===== src/rtl/maxnet_pkg.sv =====
// Shared types and constants for the Maxnet job driver: FSM states and operand slot indices.
package maxnet_pkg;

  typedef enum logic [1:0] {
    ST_LOAD,
    ST_START,
    ST_WAIT,
    ST_RESULT
  } state_e;

  localparam int NUM_WORDS = 5;
  localparam int IDX_W     = 3;

  localparam logic [IDX_W-1:0] IDX_EPS = 3'd0;
  localparam logic [IDX_W-1:0] IDX_A1  = 3'd1;
  localparam logic [IDX_W-1:0] IDX_A2  = 3'd2;
  localparam logic [IDX_W-1:0] IDX_A3  = 3'd3;
  localparam logic [IDX_W-1:0] IDX_A4  = 3'd4;

endpackage


===== src/rtl/maxnet_job_driver_if.sv =====
// Job word stream, Maxnet start/finish/operand signals and result port of the job driver.
interface maxnet_job_driver_if #(
  parameter int DATA_W = 32
);

  logic              in_valid;
  logic              in_ready;
  logic [DATA_W-1:0] in_data;

  logic              mx_start;
  logic [DATA_W-1:0] mx_epsilon;
  logic [DATA_W-1:0] mx_a1;
  logic [DATA_W-1:0] mx_a2;
  logic [DATA_W-1:0] mx_a3;
  logic [DATA_W-1:0] mx_a4;
  logic              mx_finish;
  logic [DATA_W-1:0] mx_out;
  logic              mx_overflow;

  logic              res_valid;
  logic              res_ready;
  logic [DATA_W-1:0] res_data;
  logic              res_overflow;
  logic              res_timeout;

  // master is the job driver; slave is the host plus the Maxnet core around it
  modport master (
    input  in_valid, in_data, mx_finish, mx_out, mx_overflow, res_ready,
    output in_ready, mx_start, mx_epsilon, mx_a1, mx_a2, mx_a3, mx_a4,
           res_valid, res_data, res_overflow, res_timeout
  );

  modport slave (
    output in_valid, in_data, mx_finish, mx_out, mx_overflow, res_ready,
    input  in_ready, mx_start, mx_epsilon, mx_a1, mx_a2, mx_a3, mx_a4,
           res_valid, res_data, res_overflow, res_timeout
  );

endinterface


===== src/rtl/maxnet_watchdog.sv =====
// Saturating cycle counter that flags expiry once it has counted TIMEOUT_CYC-1 enabled cycles.
module maxnet_watchdog #(
  parameter int TIMEOUT_CYC = 4096
) (
  input  logic clk,
  input  logic rst,
  input  logic clear,
  input  logic enable,
  output logic expired
);

  localparam int              W    = $clog2(TIMEOUT_CYC);
  localparam logic [W-1:0]    LAST = W'(TIMEOUT_CYC - 1);

  logic [W-1:0] cnt_q, cnt_d;

  always_comb begin
    cnt_d = cnt_q;
    if (clear) begin
      cnt_d = '0;
    end else if (enable && (cnt_q != LAST)) begin
      cnt_d = cnt_q + 1'b1;
    end
  end

  always_ff @(posedge clk) begin
    if (rst) begin
      cnt_q <= '0;
    end else begin
      cnt_q <= cnt_d;
    end
  end

  assign expired = (cnt_q == LAST);

endmodule


===== src/rtl/maxnet_job_driver.sv =====
// Initiator side of the Maxnet start/finish handshake: collects five job words, pulses start,
// waits for a fresh finish (or watchdog expiry) and offers the result on a valid/ready port.
module maxnet_job_driver
  import maxnet_pkg::*;
#(
  parameter int DATA_W      = 32,
  parameter int TIMEOUT_CYC = 4096,
  parameter int CNT_W       = 16
) (
  input  logic                clk,
  input  logic                rst,
  maxnet_job_driver_if.master bus,
  output logic                busy,
  output logic [CNT_W-1:0]    job_count
);

  state_e            state_q, state_d;
  logic [IDX_W-1:0]  idx_q, idx_d;
  logic [DATA_W-1:0] ops_q [NUM_WORDS];
  logic [DATA_W-1:0] ops_d [NUM_WORDS];
  logic              armed_q, armed_d;
  logic              in_ready_q, in_ready_d;
  logic              mx_start_q, mx_start_d;
  logic              res_valid_q, res_valid_d;
  logic [DATA_W-1:0] res_data_q, res_data_d;
  logic              res_ovf_q, res_ovf_d;
  logic              res_to_q, res_to_d;
  logic              busy_q, busy_d;
  logic [CNT_W-1:0]  job_count_q, job_count_d;
  logic              wd_clear, wd_en, wd_expired;

  maxnet_watchdog #(.TIMEOUT_CYC(TIMEOUT_CYC)) u_watchdog (
    .clk     (clk),
    .rst     (rst),
    .clear   (wd_clear),
    .enable  (wd_en),
    .expired (wd_expired)
  );

  always_comb begin
    state_d     = state_q;
    idx_d       = idx_q;
    ops_d       = ops_q;
    armed_d     = armed_q;
    res_data_d  = res_data_q;
    res_ovf_d   = res_ovf_q;
    res_to_d    = res_to_q;
    job_count_d = job_count_q;
    wd_clear    = 1'b0;
    wd_en       = 1'b0;

    case (state_q)
      ST_LOAD: begin
        if (bus.in_valid && in_ready_q) begin
          ops_d[idx_q] = bus.in_data;
          if (idx_q == IDX_A4) begin
            idx_d   = IDX_EPS;
            state_d = ST_START;
          end else begin
            idx_d = idx_q + 1'b1;
          end
        end
      end
      ST_START: begin
        wd_clear = 1'b1;
        armed_d  = 1'b0;
        state_d  = ST_WAIT;
      end
      ST_WAIT: begin
        wd_en = 1'b1;
        // A finish only counts after it has been seen low, so a level left over
        // from the previous job cannot complete this one; finish beats expiry.
        if (armed_q && bus.mx_finish) begin
          res_data_d = bus.mx_out;
          res_ovf_d  = bus.mx_overflow;
          res_to_d   = 1'b0;
          state_d    = ST_RESULT;
        end else if (wd_expired) begin
          res_data_d = '0;
          res_ovf_d  = 1'b0;
          res_to_d   = 1'b1;
          state_d    = ST_RESULT;
        end else if (!bus.mx_finish) begin
          armed_d = 1'b1;
        end
      end
      ST_RESULT: begin
        if (res_valid_q && bus.res_ready) begin
          job_count_d = job_count_q + 1'b1;
          idx_d       = IDX_EPS;
          state_d     = ST_LOAD;
        end
      end
      default: begin
        state_d = ST_LOAD;
      end
    endcase

    in_ready_d  = (state_d == ST_LOAD);
    mx_start_d  = (state_d == ST_START);
    res_valid_d = (state_d == ST_RESULT);
    busy_d      = !((state_d == ST_LOAD) && (idx_d == IDX_EPS));
  end

  always_ff @(posedge clk) begin
    if (rst) begin
      state_q     <= ST_LOAD;
      idx_q       <= IDX_EPS;
      ops_q       <= '{default: '0};
      armed_q     <= 1'b0;
      in_ready_q  <= 1'b0;
      mx_start_q  <= 1'b0;
      res_valid_q <= 1'b0;
      res_data_q  <= '0;
      res_ovf_q   <= 1'b0;
      res_to_q    <= 1'b0;
      busy_q      <= 1'b0;
      job_count_q <= '0;
    end else begin
      state_q     <= state_d;
      idx_q       <= idx_d;
      ops_q       <= ops_d;
      armed_q     <= armed_d;
      in_ready_q  <= in_ready_d;
      mx_start_q  <= mx_start_d;
      res_valid_q <= res_valid_d;
      res_data_q  <= res_data_d;
      res_ovf_q   <= res_ovf_d;
      res_to_q    <= res_to_d;
      busy_q      <= busy_d;
      job_count_q <= job_count_d;
    end
  end

  assign bus.in_ready     = in_ready_q;
  assign bus.mx_start     = mx_start_q;
  assign bus.mx_epsilon   = ops_q[IDX_EPS];
  assign bus.mx_a1        = ops_q[IDX_A1];
  assign bus.mx_a2        = ops_q[IDX_A2];
  assign bus.mx_a3        = ops_q[IDX_A3];
  assign bus.mx_a4        = ops_q[IDX_A4];
  assign bus.res_valid    = res_valid_q;
  assign bus.res_data     = res_data_q;
  assign bus.res_overflow = res_ovf_q;
  assign bus.res_timeout  = res_to_q;
  assign busy             = busy_q;
  assign job_count        = job_count_q;

endmodule


===== src/flat_wrapper.sv =====
// flat-port wrapper written by rule: the top's interface ports become plain ports
module maxnet_job_driver_flat import maxnet_pkg::*;
#(
  parameter int DATA_W      = 32,
  parameter int TIMEOUT_CYC = 4096,
  parameter int CNT_W       = 16
)
  (clk, rst, busy, job_count, bus_in_valid, bus_in_data, bus_mx_finish, bus_mx_out, bus_mx_overflow, bus_res_ready, bus_in_ready, bus_mx_start, bus_mx_epsilon, bus_mx_a1, bus_mx_a2, bus_mx_a3, bus_mx_a4, bus_res_valid, bus_res_data, bus_res_overflow, bus_res_timeout);
  maxnet_job_driver_if #(.DATA_W(DATA_W)) bus_i ();
  input  logic clk;
  input  logic rst;
  output logic busy;
  output logic [CNT_W-1:0] job_count;
  input wire logic [$bits(bus_i.in_valid)-1:0] bus_in_valid;
  input wire logic [$bits(bus_i.in_data)-1:0] bus_in_data;
  input wire logic [$bits(bus_i.mx_finish)-1:0] bus_mx_finish;
  input wire logic [$bits(bus_i.mx_out)-1:0] bus_mx_out;
  input wire logic [$bits(bus_i.mx_overflow)-1:0] bus_mx_overflow;
  input wire logic [$bits(bus_i.res_ready)-1:0] bus_res_ready;
  output wire logic [$bits(bus_i.in_ready)-1:0] bus_in_ready;
  output wire logic [$bits(bus_i.mx_start)-1:0] bus_mx_start;
  output wire logic [$bits(bus_i.mx_epsilon)-1:0] bus_mx_epsilon;
  output wire logic [$bits(bus_i.mx_a1)-1:0] bus_mx_a1;
  output wire logic [$bits(bus_i.mx_a2)-1:0] bus_mx_a2;
  output wire logic [$bits(bus_i.mx_a3)-1:0] bus_mx_a3;
  output wire logic [$bits(bus_i.mx_a4)-1:0] bus_mx_a4;
  output wire logic [$bits(bus_i.res_valid)-1:0] bus_res_valid;
  output wire logic [$bits(bus_i.res_data)-1:0] bus_res_data;
  output wire logic [$bits(bus_i.res_overflow)-1:0] bus_res_overflow;
  output wire logic [$bits(bus_i.res_timeout)-1:0] bus_res_timeout;
  assign bus_i.in_valid = bus_in_valid;
  assign bus_i.in_data = bus_in_data;
  assign bus_i.mx_finish = bus_mx_finish;
  assign bus_i.mx_out = bus_mx_out;
  assign bus_i.mx_overflow = bus_mx_overflow;
  assign bus_i.res_ready = bus_res_ready;
  assign bus_in_ready = bus_i.in_ready;
  assign bus_mx_start = bus_i.mx_start;
  assign bus_mx_epsilon = bus_i.mx_epsilon;
  assign bus_mx_a1 = bus_i.mx_a1;
  assign bus_mx_a2 = bus_i.mx_a2;
  assign bus_mx_a3 = bus_i.mx_a3;
  assign bus_mx_a4 = bus_i.mx_a4;
  assign bus_res_valid = bus_i.res_valid;
  assign bus_res_data = bus_i.res_data;
  assign bus_res_overflow = bus_i.res_overflow;
  assign bus_res_timeout = bus_i.res_timeout;
  maxnet_job_driver #(.DATA_W(DATA_W), .TIMEOUT_CYC(TIMEOUT_CYC), .CNT_W(CNT_W)) u_core (.clk(clk), .rst(rst), .bus(bus_i), .busy(busy), .job_count(job_count));
endmodule

===== config.mk =====
export PLATFORM = sky130hd
export DESIGN_NAME = maxnet_job_driver_flat
export DESIGN_NICKNAME = d
export VERILOG_FILES = /design/src/rtl/maxnet_pkg.sv /design/src/rtl/maxnet_job_driver_if.sv /design/src/rtl/maxnet_watchdog.sv /design/src/rtl/maxnet_job_driver.sv /design/src/flat_wrapper.sv
export SDC_FILE = /design/constraint.sdc
export NUM_CORES = 1
export LEC_CHECK = 0
export CORE_MARGIN = 2
export CORE_UTILIZATION = 41
export CTS_BUF_LIST = sky130_fd_sc_hd__clkbuf_8 sky130_fd_sc_hd__clkbuf_16
export DETAILED_ROUTE_END_ITERATION = 8
export PLACE_DENSITY = 0.75
export SYNTH_ARGS = -nofsm -noshare
export SYNTH_HDL_FRONTEND = slang
export SYNTH_SLANG_ARGS = --single-unit

===== constraint.sdc =====
create_clock -name clk -period 1.7 [get_ports clk]
set_input_delay 0.255 -clock clk [delete_from_list [all_inputs] [get_ports clk]]
set_output_delay 0.255 -clock clk [all_outputs]
set_load 0.02 [all_outputs]

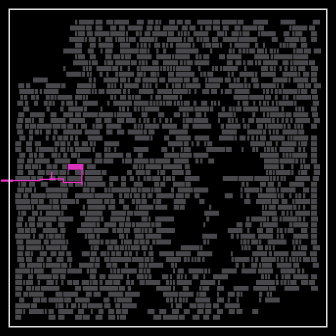
(run_1/io_fan.png)
legend:
  bus_res_valid:
    colour: magenta
    bits: 1
    direction: output
    end_cells: 1
    buffers: 1
    wire: 49.3 um

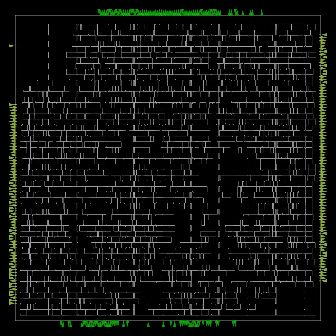
(run_1/placement.png)
Rows: 52
post-layout util: 63.0%
flop share of the area: 36.4%

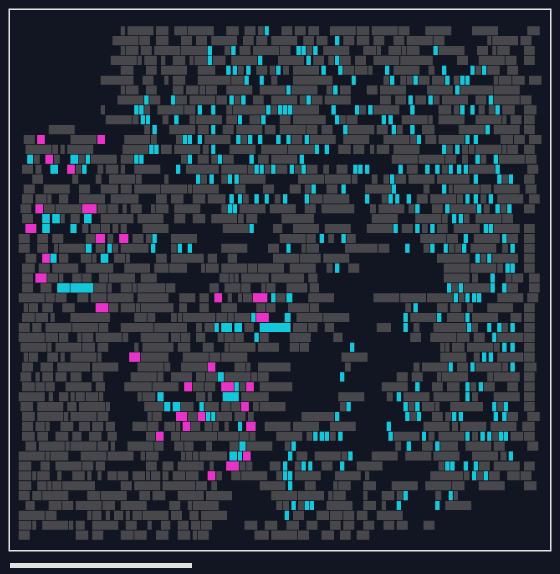
(run_1/logic_types.png)
Bar = 50 um.
legend:
  AND and OR gates:
    colour: magenta
    cells: 29
  NAND gates:
    colour: cyan
    cells: 294

==> results.toml, run 1 <==
# physical design summary
[sta]
setup_viol = 0
worst_slew_pin_slew_ns = 0.584
skew_ns = 0.0128
finalCritPeriodShare_pct = 98.3
grt_setup_unrepaired = "yes"
final_hold_viol_count = 0
period_minus_slack_ns = 1.67
relSlewSlack_pct = 61.1
hold_slack_ns = 0.382
worst_slack_ns = 0.0291
clock.fmax_ghz = 0.598

[clock_network]
tritoncts = "done"
ctsRootBufferMaster = "clkbuf_16"
clk_pin_slew_ns = 0.06
cts.path.max_buffers = 3
clock_sinks = 232
htreeDepth = 1
cts_made_buffers = 24

[yosys]
avgSynthCellArea_um2 = 8.61
ys_top_cells_by_count = "269 x nand2_1, 232 x dfxtp_1, 144 x a21oi_1"
ys_seq_share_pct = 54.3
yosysWarningCount = 0
edf_count = 0
netlist-cell-type-count = 61
post-synth-top-count-cell = "nand2_1"
synth_top_area_share_pct = 54.3
ff_type = "dfxtp_1"
yosys-stat-cells = 994
synth-seq-cells = 232
syn-cell-area_um2 = 8560
synth_cells = 994
ys_area_um2 = 8560
synthTopCellsByArea = "dfxtp_1 54%, nand2_1 12%, a21oi_1 8.4%"
floorplan.nets = 1072
post-synth-top-area-cell = "dfxtp_1"

[global_route]
grt_pass1_vias = 7637
grt_pass1_wl_um = 41000
grt_use_total_pct = 22.9
antenna_found_initial = 0
grt_max_degree = 97

[power]
comb_power_share_pct = 7.0
power_switching_mw = 2.69
vdd_drop_max_uv = 705
power_leakage_nw = 5.55
intPower_mw = 9.05
p_per_area_nw_per_um2 = 915

[drt]
wirelength_um = 26800
route.top_layer_used = "met4"
post-route-drc-count = 0
wl_met1_um = 11200
via_per_inst = 5.15
wl_per_cell_um = 16.9
first_pass_iters = 5
wl_met3_um = 2100
dr_total_vias = 8189
ant_nets = 0

[setup_path]
crit_family = "simple AND/OR/NAND/NOR gates"
critPathMaxStageDelay_ns = 0.46
worst_ep_required_time_ns = 2.14
cp_max_fo = 6
critPathCaptureType = "flop"
setup.worst_path.class = "flop to flop"
cp.buffers_inverters = 0
cp.arrival_ns = 2.11
startpoint_type = "flop"

[die]
fp_util_pct = 42.0
coreArea_um2 = 20400
num_io_pins = 284

[hold_path]
hp-class = "primary input to flop"

[place]
hpwl_um = 17800
postPlaceCellArea_um2 = 12100
dp.cells = 1539
gp_congestion = 0.851

[layout]
antennaDiodeCount = 0
fillerInstances = 1804
stdcell_count = 1589
area_delta_synth_final_pct = 49.8
nNetsFinal = 1380
drive_above_1_share_pct = 11.9

[status]
status = "finished clean"

[run]
warnings = 33
-- run 1: through the flow --
step                      TNS [ns]  total power, mW
after floorplan            -0.0170             6.00
after global placement      -34.12             6.49
after detailed placement    -38.71             6.50
after CTS                  -0.0610             11.8
after global routing        -0.308             12.1
final                            0             11.7
-- run 1: layout make-up --
cell class              count  area (um^2)  area share (%)
multi-input cells         688         3760            29.3
inverters                   8         35.0           0.273
clock buffers              31          697            5.43
flip-flops and latches    232         4660            36.4
clock inverters            12          125           0.975
well taps                 270          338            2.63
repair buffers            348         3210            25.0
-- run 1: state kept, by name, indices dropped and copies added (netlist names), 2 cells and up --
signal	count
u_core.bus.res_data	32
u_core.bus.mx_a2	32
u_core.u_watchdog.cnt_q	12
u_core.bus.mx_a4	32
u_core.idx_q	3
u_core.state_q	2
u_core.bus.mx_a1	32
u_core.bus.mx_epsilon	32
u_core.bus.mx_a3	32
u_core.job_count	16
-- run 1: kinds of logic (layout without fill, tap and decap cells) --
family,Yosys count,count (layout),synth area share [%]
AND-OR/OR-AND,213,213,14.5
XOR/XNOR,10,10,1.02
adder cells (fa/ha/maj),8,8,1.17
buffers and inverters,74,399,3.64
flip-flops,232,232,54.3
multiplexers,35,35,4.09
AND/OR/NAND/NOR,422,422,21.3
-- run 1: final timing paths --
check	from	cells after the start	to	slack, ns
setup / recovery	u_core.state_q[1]	5	u_core.job_count[15]	0.03
hold / removal	bus_mx_out[14]	3	u_core.bus.res_data[14]	0.38
setup reg to reg	u_core.state_q[1]	5	u_core.job_count[15]	0.03
hold reg to reg	u_core.bus.mx_a3[30]	2	u_core.bus.mx_a3[30]	0.45
-- run 1: worst min-delay path: cells and delay by family --
family	cells	cell delay (ns)
buffers and inverters	1	0.45
and+or+nand+nor	1	0.07
AOI/OAI and AO/OA	1	0.07
-- run 1: power groups by stage --
stage	registers, mW	logic (mW)	clock network [mW]
after floorplan	5.74	0.259	0
after CTS	5.54	0.825	5.48
final	5.54	0.820	5.38
after global placement	5.66	0.824	0
after global routing	5.54	0.878	5.72
after detailed placement	5.66	0.831	0
-- run 1: cells in the final DEF (no fill, tap or decap), drive strengths merged, types with 32 or more instances in the layout --
master and n:
a21oi 144, a22oi 35, buf 64, clkbuf 32, clkdlybuf4s50 68, dfxtp 232, dlygate4sd2 214, mux2i 35
nand2 269, nor2 86
-- run 1: repair_timing --
item | CTS | global route
endpoints found under the setup margin | 243 | 81
pin swaps | 4 | 9
setup buffers | 2 | 3
cloned | 1 | 1
gates resized | 233 | 18
hold buffers | 1 | 0
hold endpoints to repair | 2 | 0
-- run 1: metal layers --
layer | vias up | global-route usage [%]
met5 | - | 0
met4 | 0 | 6.76
met3 | 48 | 5.89
met2 | 285 | 39.1
met1 | 3886 | 28.5
li1 | 3970 | -
==> run_1/cell_density.png <==
15 x 15 tiles, from black (low) to pale yellow (high), 0 to 100% covered.
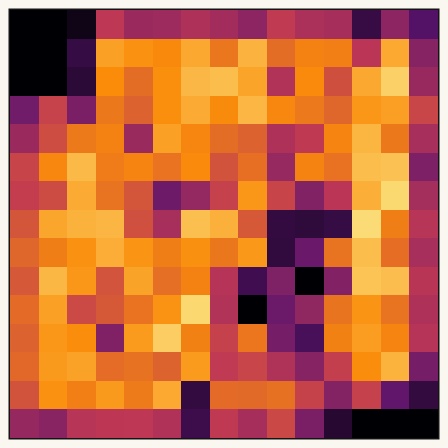

==> run 2: changes to the inputs <==
- PLACE_DENSITY: 0.75 -> 0.77
- SYNTH_HIERARCHICAL: not set -> 1
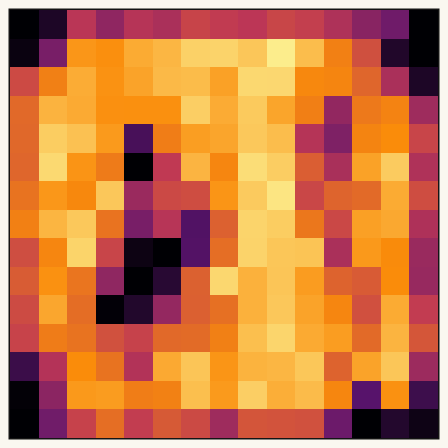
(run_2/cell_density.png)
15 x 15 tiles, from black (low) to pale yellow (high), 0 to 100% covered.
nearly empty tiles: 4.4%
tiles over 75% full: 40%
mean over tiles: 62%
fullest tile: 96%

==> results.toml, run 2 <==
# physical design summary
[layout]
drive_above_1_share_pct = 23.3
nNetsFinal = 1470
final_util_pct = 68.7
lay_top_count = "nand2_1"
antennaDiodeCount = 0
area_delta_synth_final_pct = 64.1
final_cell_mix = "294 x nand2_1, 219 x dfxtp_1, 204 x dlygate4sd2_1, 110 x a21oi_1, 70 x buf_4"

[place]
gp_congestion = 0.861
hpwl_um = 18900
dpl_worst_slack_ns = -0.398

[drt]
wirelength_um = 30400
dr_total_vias = 8866
drt_iter0_markers = 466
via_per_inst = 5.28
wl_per_cell_um = 18.1
ant_nets = 0
first_pass_iters = 5
post-route-drc-count = 0

[die]
fp_util_pct = 41.8
rows = 52
num_io_pins = 284

[yosys]
post-synth-top-area-cell = "dfxtp_1"
synth_cells = 1038
yosys-stat-cells = 1038
ff_type = "dfxtp_1"
ys_area_um2 = 8490
yosysWarningCount = 6
ys_seq_share_pct = 54.7
netlist-cell-type-count = 50
edf_count = 0
synthTopCellsByArea = "dfxtp_1 55%, nand2_1 15%, a21oi_1 10%"
syn-cell-area_um2 = 8490
synth-seq-cells = 232
synth_top_area_share_pct = 54.7
floorplan.nets = 1116
synth-async-reset-ratio_pct = 0
ys_top_cells_by_count = "332 x nand2_1, 232 x dfxtp_1, 178 x a21oi_1"
avgSynthCellArea_um2 = 8.18
post-synth-top-count-cell = "nand2_1"

[sta]
final_hold_viol_count = 0
setup_tns_ns = -4.31
worst_slew_pin_slew_ns = 0.532
relSlewSlack_pct = 64.4
worst_slack_ns = -0.104
setup_viol = 112
finalCritPeriodShare_pct = 106
grt_setup_unrepaired = "yes"
period_minus_slack_ns = 1.80
clock.fmax_ghz = 0.554
finalMaxSlewViolations = 0
skew_ns = 0.00726

[global_route]
antenna_found_initial = 0
grt_use_total_pct = 25.1
grt_pass1_wl_um = 44600
grt_pass1_vias = 8423
grt_max_degree = 68

[clock_network]
clk_pin_slew_ns = 0.06
cts_made_buffers = 24
htreeDepth = 1
cts.path.max_buffers = 3
clock_sinks = 232
tritoncts = "done"
ctsRootBufferMaster = "clkbuf_16"
hold_buffers = 0

[setup_path]
critPathCaptureType = "flop"
cp_max_fo = 6
cp.arrival_ns = 2.24
worst_ep_required_time_ns = 2.14
startpoint_type = "flop"
setup.worst_path.class = "flop to flop"

[status]
status = "finished, violations left"
violations = "negative setup slack"

[run]
warnings = 32
cap_violations = 0

[power]
fin_total_pwr_mw = 11.4
vdd_drop_max_uv = 822
power_leakage_nw = 6.24
p_per_area_nw_per_um2 = 817

[hold_path]
hp-class = "primary input to flop"
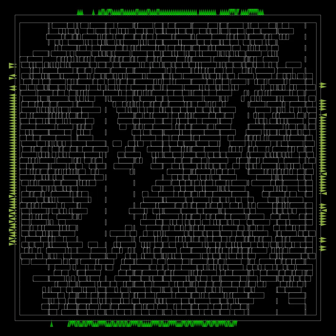
(run_2/placement.png)
fill count: 1,622
area of the core: 20,300 um^2
Non-Filler Instances: 1,679

[run 2: final cells by class]
class | instances | area [um^2]
inverters | 13 | 51.3
repair buffers | 394 | 3770
well taps | 270 | 338
clock buffers | 32 | 722
flip-flops and latches | 232 | 4660
fillers | 1622 | 6360
clock inverters | 11 | 45.0
multi-input cells | 727 | 4350
[run 2: path summary, 6_finish.rpt]
check / startpoint / end / slack, ns / depth (start not counted)
worst min-delay path: rst / u_core/job_count[2] / 0.09 / 2
worst min register to register: u_core/bus.mx_a4[15] / u_core/bus.mx_a4[15] / 0.45 / 2
worst max register to register: u_core/state_q[1] / u_core/bus.mx_epsilon[27] / -0.10 / 11
worst max-delay path: u_core/state_q[1] / u_core/bus.mx_epsilon[27] / -0.10 / 11
[run 2: repair_timing]
action                                  in CTS  in global routing
pin swaps                                   25                 54
endpoints found under the setup margin     409                224
gates cloned                                 5                  4
hold endpoints to repair                     0                  0
setup buffers                               18                  4
resized                                    265                199
[run 2: cell families (layout without fill, tap and decap cells)]
| logic type | count (synthesis) | count (layout) | share of synthesized area, % |
|---|---|---|---|
| flip-flops | 232 | 232 | 54.7 |
| multiplexers | 1 | 1 | 0.118 |
| AND-OR/OR-AND | 246 | 246 | 16.4 |
| adder cells (fa/ha/maj) | 8 | 8 | 1.18 |
| XOR/XNOR | 10 | 10 | 1.03 |
| AND/OR/NAND/NOR | 462 | 462 | 23.0 |
| buffers and inverters | 79 | 450 | 3.59 |
[run 2: metrics by stage]
step	instances	hold slack [ns]	cell area, um^2
final	1679	0.0899	13900
after global routing	1679	0.0900	13900
after CTS	1675	0.0716	13200
after detailed placement	1610	0.446	12200
after global placement	1610	0.440	12200
after floorplan	1038	0.391	8580
[run 2: critical path: stages, from the launching register on]
cell      delay [ns]
dfxtp_2         0.32
buf_6           0.12
inv_4           0.05
ha_4            0.13
nand4b_1        0.12
buf_6           0.17
buf_6           0.12
nor3_4          0.18
buf_4           0.16
buf_4           0.14
nand2_1         0.08
a21oi_2         0.14
[run 2: metal layers]
| metal | global-route usage (%) | vias up | wire (um) |
|---|---|---|---|
| met5 | 0 | - | 0 |
| met4 | 10.0 | 0 | 1070 |
| met3 | 6.39 | 72 | 2060 |
| met2 | 42.8 | 298 | 15000 |
| met1 | 30.3 | 4282 | 12300 |
| li1 | - | 4214 | - |
[run 2: power by group]
| part | switching [mW] | internal (mW) | total, mW |
|---|---|---|---|
| combinational | 0.491 | 0.338 | 0.829 |
| sequential | 0.0356 | 5.50 | 5.53 |
| clock | 2.08 | 2.95 | 5.03 |
| total | 2.61 | 8.78 | 11.4 |
Power is estimated from default activity; no workload was simulated.
